**src/rtl/dp_fsm_pkg.sv**
```systemverilog
// rtl/dp_fsm_pkg.sv - shared types and constants for the audio datapath sequencer
// Contents:
//   DWELL_W : width of the read-strobe dwell counter
//   state_t : sequencer state encoding (all eight 3-bit codes are named)
package dp_fsm_pkg;

  localparam int DWELL_W = 4;

  typedef enum logic [2:0] {
    IDLE    = 3'd0,
    REV_RD  = 3'd1,
    CHOR_RD = 3'd2,
    MAIN_RD = 3'd3,
    WAIT_TX = 3'd4,
    TFR     = 3'd5,
    TX_HOLD = 3'd6,
    INC     = 3'd7
  } state_t;

endpackage

```
**src/rtl/dp_dwell_cnt.sv**
```systemverilog
// rtl/dp_dwell_cnt.sv - clearable saturating dwell counter with terminal-count flag
// Ports:
//   clk_i  : clock, rising edge
//   rst_ni : asynchronous active-low reset, clears the count
//   clr_i  : synchronous clear (takes priority over en_i)
//   en_i   : count enable
//   tc_o   : high while the count equals RD_CYCLES-1
module dp_dwell_cnt
  import dp_fsm_pkg::*;
#(
  parameter int RD_CYCLES = 1
) (
  input  logic clk_i,
  input  logic rst_ni,
  input  logic clr_i,
  input  logic en_i,
  output logic tc_o
);

  localparam logic [DWELL_W-1:0] TC_VAL  = DWELL_W'(RD_CYCLES - 1);
  localparam logic [DWELL_W-1:0] CNT_MAX = '1;

  logic [DWELL_W-1:0] cnt_q;
  logic [DWELL_W-1:0] cnt_d;

  // Saturate at all-ones so a stalled enable can never wrap back to a
  // value that would re-fire the terminal count.
  always_comb begin
    cnt_d = cnt_q;
    if (clr_i) begin
      cnt_d = '0;
    end else if (en_i && (cnt_q != CNT_MAX)) begin
      cnt_d = cnt_q + DWELL_W'(1);
    end
  end

  always_ff @(posedge clk_i or negedge rst_ni) begin
    if (!rst_ni) begin
      cnt_q <= '0;
    end else begin
      cnt_q <= cnt_d;
    end
  end

  assign tc_o = (cnt_q == TC_VAL);

endmodule

```
**src/rtl/dp_fsm.sv**
```systemverilog
// rtl/dp_fsm.sv - per-sample datapath sequencer: three RAM reads, transmit handshake, address step
// Ports:
//   clk       : clock, rising edge
//   reset     : asynchronous active-low reset, forces IDLE
//   start     : begin a sample cycle (sampled in IDLE only)
//   transmit  : transmitter requests/holds the transfer word (level)
//   rev_read  : reverb delay-line read strobe
//   chor_read : chorus delay-line read strobe
//   main_read : dry sample read strobe
//   tfr_ready : one-clock pulse, transfer word valid
//   inc_adr   : one-clock pulse, advance sample-buffer address
module dp_fsm
  import dp_fsm_pkg::*;
#(
  parameter int RD_CYCLES = 1
) (
  input  logic clk,
  input  logic reset,
  input  logic start,
  input  logic transmit,
  output logic rev_read,
  output logic chor_read,
  output logic main_read,
  output logic tfr_ready,
  output logic inc_adr
);

  state_t state_q;
  state_t state_d;
  logic   dwell_tc;
  logic   cnt_clr;
  logic   cnt_en;

  always_ff @(posedge clk or negedge reset) begin
    if (!reset) begin
      state_q <= IDLE;
    end else begin
      state_q <= state_d;
    end
  end

  always_comb begin
    state_d = state_q;
    case (state_q)
      IDLE:    if (start)     state_d = REV_RD;
      REV_RD:  if (dwell_tc)  state_d = CHOR_RD;
      CHOR_RD: if (dwell_tc)  state_d = MAIN_RD;
      MAIN_RD: if (dwell_tc)  state_d = WAIT_TX;
      WAIT_TX: if (transmit)  state_d = TFR;
      TFR:                    state_d = TX_HOLD;
      TX_HOLD: if (!transmit) state_d = INC;
      INC:                    state_d = IDLE;
      default:                state_d = IDLE;
    endcase
  end

  // Any state change restarts the dwell count, so each read state starts
  // counting from zero without needing per-state entry logic.
  always_comb begin
    cnt_clr = (state_d != state_q);
    cnt_en  = (state_q == REV_RD) || (state_q == CHOR_RD) || (state_q == MAIN_RD);
  end

  dp_dwell_cnt #(
    .RD_CYCLES (RD_CYCLES)
  ) u_dwell (
    .clk_i  (clk),
    .rst_ni (reset),
    .clr_i  (cnt_clr),
    .en_i   (cnt_en),
    .tc_o   (dwell_tc)
  );

  // Moore decode from the state register only; the async reset therefore
  // drops every output without waiting for a clock edge.
  always_comb begin
    rev_read  = 1'b0;
    chor_read = 1'b0;
    main_read = 1'b0;
    tfr_ready = 1'b0;
    inc_adr   = 1'b0;
    case (state_q)
      REV_RD:  rev_read  = 1'b1;
      CHOR_RD: chor_read = 1'b1;
      MAIN_RD: main_read = 1'b1;
      TFR:     tfr_ready = 1'b1;
      INC:     inc_adr   = 1'b1;
      default: ;
    endcase
  end

endmodule

```
**config.mk**
```make
export PLATFORM = sky130hd
export DESIGN_NAME = dp_fsm
export DESIGN_NICKNAME = d
export VERILOG_FILES = /design/src/rtl/dp_fsm_pkg.sv /design/src/rtl/dp_dwell_cnt.sv /design/src/rtl/dp_fsm.sv
export SDC_FILE = /design/constraint.sdc
export NUM_CORES = 1
export LEC_CHECK = 0
export CAP_MARGIN = 10
export CORE_AREA = 3 3 40 42
export DETAILED_ROUTE_END_ITERATION = 7
export DIE_AREA = 0 0 43 45
export PLACE_DENSITY = 0.57
export SLEW_MARGIN = 25
export SYNTH_ARGS = -nofsm -noshare
export SYNTH_HDL_FRONTEND = slang
export SYNTH_SLANG_ARGS = --single-unit
```
**constraint.sdc**
```tcl
create_clock -name clk -period 2.29 [get_ports clk]
set_input_delay 0.3435 -clock clk [delete_from_list [all_inputs] [get_ports clk]]
set_output_delay 0.3435 -clock clk [all_outputs]
set_load 0.05 [all_outputs]
```
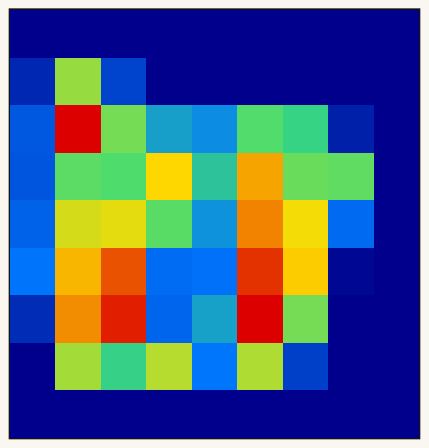
run_1/util_map.png
9 x 9 tiles, from dark blue (low) to red (high), 0 to 100% covered.
mean over tiles: 30%
tiles over 75% full: 14%
emptiest ninth of the die: top right
CORE AREA: 1280 um2
fin util: 45.9%
Initial Utilization: 37.8%

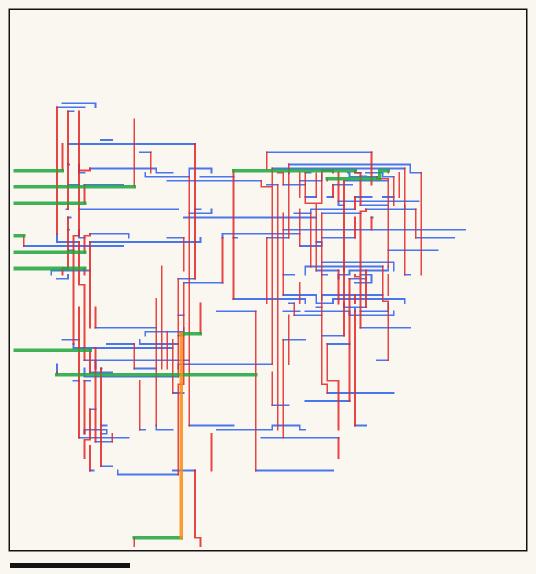
run_1/layers.png
Scale bar: 10 um.
legend:
  M2:
    color: red
    wire_length: 485 um
  M4:
    color: orange
    wire_length: 17.0 um
  M3:
    color: green
    wire_length: 75.9 um
  M1:
    color: blue
    wire_length: 415 um

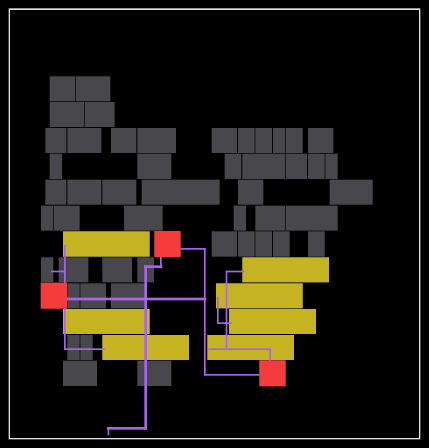
run_1/clock_wires.png
legend:
  flip-flops:
    color: yellow
    count: 7
  clock-net drivers:
    color: red
    count: 3
  clock wires:
    color: purple
    length: 105 um
routed clock nets: 4
Clock power frac: 13.6%
clock network power: 109 uW
Final Skew: 0.000178 ns
Latency at later pin: 0.25 ns

-- run 1: layout make-up --
cell class / instances / area, um2 / share of cell area [%]
multi-input combinational: 37 / 283 / 48.0
sequential: 7 / 175 / 29.7
timing repair buffer: 8 / 75.1 / 12.7
clock buffer: 4 / 26.3 / 4.46
tap: 15 / 18.8 / 3.18
inverter: 3 / 11.3 / 1.91
-- run 1: cells in the final DEF, fill, tap and decap left out, drive strengths merged --
master	netlist	layout
nor3	2	2
xnor2	2	2
o21ai	3	3
nand2	3	3
a22oi	2	2
a41oi	1	1
o211a	1	1
inv	3	3
and3	3	3
mux2	1	1
dfrtp	7	7
a21bo	1	1
a211oi	1	1
o21bai	1	1
a21oi	1	1
nor2	2	2
a221oi	1	1
nand3b	1	1
or2	1	1
o32a	1	1
nor3b	2	2
clkdlybuf4s50	0	6
nand3	4	4
ha	2	2
clkbuf	0	4
o21ba	1	1
buf	2	2
-- run 1: stage by stage --
stage | instances | utilization [%]
6_report | 74 | 45.9
5_1_grt | 74 | 45.9
3_3_place_gp | 70 | 43.8
4_1_cts | 74 | 45.9
3_5_place_dp | 70 | 43.8
2_1_floorplan | 49 | -
-- run 1: final timing paths --
| check | from | endpoint | slack (ns) | cells past startpoint |
|---|---|---|---|---|
| setup / recovery | state_q[1] | tfr_ready | 0.13 | 3 |
| hold / removal | reset | state_q[0] | 0.34 | 1 |
| setup reg to reg | u_dwell.cnt_q[0] | u_dwell.cnt_q[1] | 0.64 | 5 |
| hold reg to reg | u_dwell.cnt_q[3] | u_dwell.cnt_q[3] | 0.58 | 1 |
| max in group asynchronous | reset | u_dwell.cnt_q[0] | 1.72 | 1 |
| min in group clk | u_dwell.cnt_q[3] | u_dwell.cnt_q[3] | 0.58 | 1 |
-- run 1: layer usage --
layer | share of wire (%) | wire [um] | up-vias | track usage [%]
met2 | 49 | 484 | 15 | 18.3
met5 | 0 | 0 | - | 0
met3 | 7.6 | 75 | 2 | 5.18
met1 | 42 | 415 | 204 | 15.8
met4 | 1.7 | 17 | 0 | 7.23
li1 | - | - | 201 | -
-- run 1: logic make-up (layout without fill, tap and decap cells) --
group           Yosys count  in the layout
fa+ha+maj                 2              2
simple gates             18             18
mux                       1              1
xor+xnor                  2              2
compound gates           14             14
buf+inv                   5             15
flops                     7              7
-- run 1: power groups by stage --
stage	logic (mW)	registers, mW	clock network, mW
after CTS	0.465	0.237	0.115
after detailed placement	0.464	0.239	0
after global placement	0.462	0.237	0
final	0.462	0.236	0.109
after global routing	0.497	0.246	0.121
after floorplan	0.415	0.184	0
-- run 1: registers in the layout (all words and copies together), names as in the netlist --
register and cells:
state_q 3, u_dwell.cnt_q 4
==> impl_metrics.yaml, run 1 <==
# implementation run metrics
clock_network:
  post_cts_resized: 0
  clk_path_buf_depth: 2
  cts_htree_levels: 1
  cts.sinks: 7
  ctsHoldBuffers: 0
  cts_tree: "built"
  clock-root-buffer: "clkbuf_4"
placement:
  place.gp.congestion: 0.772
  io_buffers: 8
power:
  ir_worst_vdd_v: 0.000778
  internal_power_uw: 421
  p_per_area_nw_per_um2: 1370
  p_total_uw: 808
  p_comb_share_pct: 57.2
  power_frac_seq_pct: 29.2
  p_leak_nw: 0.249
  switching_share_pct: 47.8
worst_setup_path:
  crit_chain: "inv_1 > and3_1 > clkdlybuf4s50_1"
  critical_path_class: "reg2out"
  slowest_delay_ns: 0.80
  required_ns: 1.95
  critPathArrivalTime_ns: 1.81
  startpoint_type: "flip-flop"
  cp-end-kind: "output port"
  cpLargestDelayFamily: "buffers and inverters"
  critPathMaxFanout: 10
  cp_slowest_cell: "clkdlybuf4s50_1"
final_timing:
  finalHoldViolCount: 0
  hold_ws_ns: 0.343
  setup_ws_ns: 0.134
  max_freq_mhz: 464
  rsz0062_at_grt: "no"
  fin_crit_sh_pct: 94.1
  slew_viol_final: 0
  relSlewSlack_pct: 65.0
  setup_viol: 0
  min_period_ns: 2.16
  fin_tns_setup_ns: 0
synthesis:
  most_common_cell: "dfrtp_1"
  synth-main-ff-cell: "dfrtp_1"
  yosys_warnings: 0
  synth_nets: 55
  avgSynthCellArea_um2: 9.91
  top_cells_by_count: "dfrtp_1 (7), nand3_1 (4)"
  top_logic_kind: "AND-OR/OR-AND gates"
  async_reset_ff_share_pct: 100
  compound_area_share_pct: 26.8
  netlist_area_um2: 485
  syn_inst: 49
  ys_seq_share_pct: 36.1
  yosys_area_um2: 485
  yosys.area.top_type: "dfrtp_1"
  ys.flops: 7
  yosys.area_share.adder_pct: 5.15
  topCellsByArea: "dfrtp_1 (36%), ha_1 (5.2%), o32a_4 (4.6%)"
  netlist-cell-type-count: 26
  ys_sh_simple_pct: 20.4
  synth-xor-area-share_pct: 3.61
layout:
  fill_cells: 124
  finalNetCount: 66
  design_area_um2: 589
  antennaDiodeCount: 0
routing:
  route.detailed.drc: 0
  routed_via_density: 5.70
  first_pass_iters: 4
  dr.first_iter.drc_count: 10
  drt-total-wl_um: 992
  routed-via-count: 422
  ant_nets: 0
  routedWlPerCell_um: 13.4
floorplanning:
  die_width_um: 43
  die_area_um2: 1940
  ios: 9
  num_rows: 13
  fp.dieH_um: 45
global_routing:
  grt_usage_pct: 12.6
  grt_max_degree: 11
  grt_antenna_before_repair: 0
  grt_first_pass_wirelength_um: 1760
  overflow: 0
  grt_pass1_vias: 402
flow_run:
  log.warning_count: 27
min_path:
  hold_path.class: "in2async"
run_status:
  status: "complete, no violations"
==> inputs of run 2 (changes only) <==
--- a/config.mk
+++ b/config.mk
@@ -7,6 +7,7 @@
 export LEC_CHECK = 0
 export CAP_MARGIN = 10
 export CORE_AREA = 3 3 40 42
+export CTS_CLUSTER_SIZE = 12
 export DETAILED_ROUTE_END_ITERATION = 7
 export DIE_AREA = 0 0 43 45
 export PLACE_DENSITY = 0.57
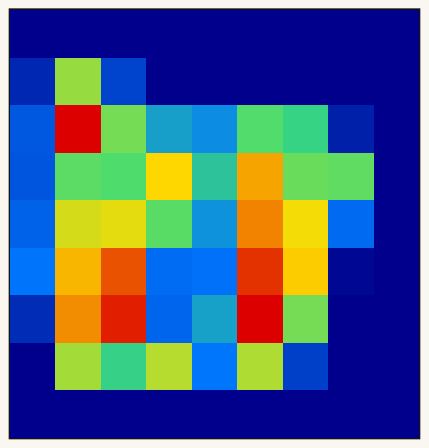
run_2/util_map.png
9 x 9 tiles, from dark blue (low) to red (high), 0 to 100% covered.
tiles over 75% full: 14%
fullest tile: 100%
nearly empty tiles: 42%
emptiest ninth of the die: top right

==> impl_metrics.yaml, run 2 <==
# implementation run metrics
run_status:
  status: "complete, no violations"
routing:
  dr.first_iter.drc_count: 10
  routed-via-count: 422
  routedWlPerCell_um: 13.4
  routed_via_density: 5.70
  drt-total-wl_um: 992
  ant_nets: 0
  route.detailed.drc: 0
  first_pass_iters: 4
placement:
  place.gp.congestion: 0.772
  dp.cells: 70
  io_buffers: 8
final_timing:
  min_period_ns: 2.16
  rsz0062_at_grt: "no"
  setup_ws_ns: 0.134
  fin_crit_sh_pct: 94.1
  fin_tns_setup_ns: 0
  hold_ws_ns: 0.343
worst_setup_path:
  critPathArrivalTime_ns: 1.81
  startpoint_type: "flip-flop"
  timing.rr.end: "u_dwell.cnt_q[1]"
  critPathMaxFanout: 10
  crit_chain: "inv_1 > and3_1 > clkdlybuf4s50_1"
  slowest_delay_ns: 0.80
  cp-end-kind: "output port"
  required_ns: 1.95
  reg2reg_slack_ns: 0.64
  r2r-start: "u_dwell.cnt_q[0]"
  critical_path_class: "reg2out"
layout:
  final_core_util_pct: 45.9
  final_common_cell: "dfrtp_1"
  largest_register: "u_dwell.cnt_q"
  largestRegisters: "u_dwell.cnt_q: 4 flops, state_q: 3 flops"
  most-common-layout-cells: "dfrtp_1 (7), clkdlybuf4s50_1 (6), nand3_1 (4)"
  largest_reg_flops: 4
  finalNetCount: 66
clock_network:
  ctsHoldBuffers: 0
  cts_htree_levels: 1
  clkLatencyLatePin_ns: 0.25
  clock-root-buffer: "clkbuf_4"
  clk_path_buf_depth: 2
  cts.sinks: 7
  cts_tree: "built"
synthesis:
  netlist_area_um2: 485
  yosys_area_um2: 485
  synth-main-ff-cell: "dfrtp_1"
  async_reset_ff_share_pct: 100
  top_cells_by_count: "dfrtp_1 (7), nand3_1 (4)"
  syn_inst: 49
  ys_seq_share_pct: 36.1
  yosys_warnings: 0
  most_common_cell: "dfrtp_1"
  ys.flops: 7
  netlist-cell-type-count: 26
global_routing:
  grt_antenna_before_repair: 0
  grt_first_pass_wirelength_um: 1760
  overflow: 0
  grt_max_degree: 11
  grt_pass1_vias: 402
floorplanning:
  die_area_um2: 1940
  ios: 9
  fp.dieH_um: 45
  core_util_floorplan_pct: 37.8
  num_rows: 13
  die_width_um: 43
power:
  p_total_uw: 808
  ir_worst_vdd_v: 0.000778
  p_per_area_nw_per_um2: 1370
  p_leak_nw: 0.249
==> run 2: cell counts in the layout (fill, tap and decap cells not counted) <==
No cell type changed its count.
==> run 2: critical path, delay by kind of cell (launching register included) <==
kind / cells / cell delay [ns]
buffers and inverters: 2 / 0.91
DFF: 1 / 0.50
and+or+nand+nor: 1 / 0.15
==> run 2: layout make-up <==
cell class | instances | area [um2]
fill | 124 | 696
multi-input combinational | 37 | 283
sequential | 7 | 175
timing repair buffer | 8 | 75.1
clock buffer | 4 | 26.3
tap | 15 | 18.8
inverter | 3 | 11.3
==> run 2: power by group <==
part           switching, mW  internal (mW)
Clock                 0.0432         0.0663
Sequential            0.0777          0.158
Combinational          0.266          0.196
Total                  0.386          0.421
==> run 2: logic make-up after synthesis <==
kind of cell | after synthesis | synth area share [%]
buffers and inverters | 5 | 5.67
xor gates and xnor gates | 2 | 3.61
adders and majority gates | 2 | 5.15
DFF | 7 | 36.1
AOI/OAI and AO/OA | 14 | 26.8
muxes | 1 | 2.32
and+or+nand+nor | 18 | 20.4
==> run 2: metal layers <==
metal	wire (um)	share of wire, %	up-vias	GRT usage (%)
li1	-	-	201	-
met1	415	42	204	15.8
met2	484	49	15	18.3
met3	75	7.6	2	5.18
met4	17	1.7	0	7.23
met5	0	0	-	0
==> run 2: how the worst max path moves through the flow <==
stage / startpoint / end / slack (ns) / depth (start not counted)
after floorplan: state_q[1] / rev_read / 0.27 / 2
after detailed placement: state_q[1] / rev_read / 0.39 / 2
final: state_q[1] / tfr_ready / 0.13 / 3
after global routing: state_q[1] / rev_read / 0.02 / 2
after global placement: state_q[1] / rev_read / 0.38 / 2
after CTS: state_q[1] / rev_read / 0.12 / 2
No activity file was given, so power comes from the tool's default toggle rates.
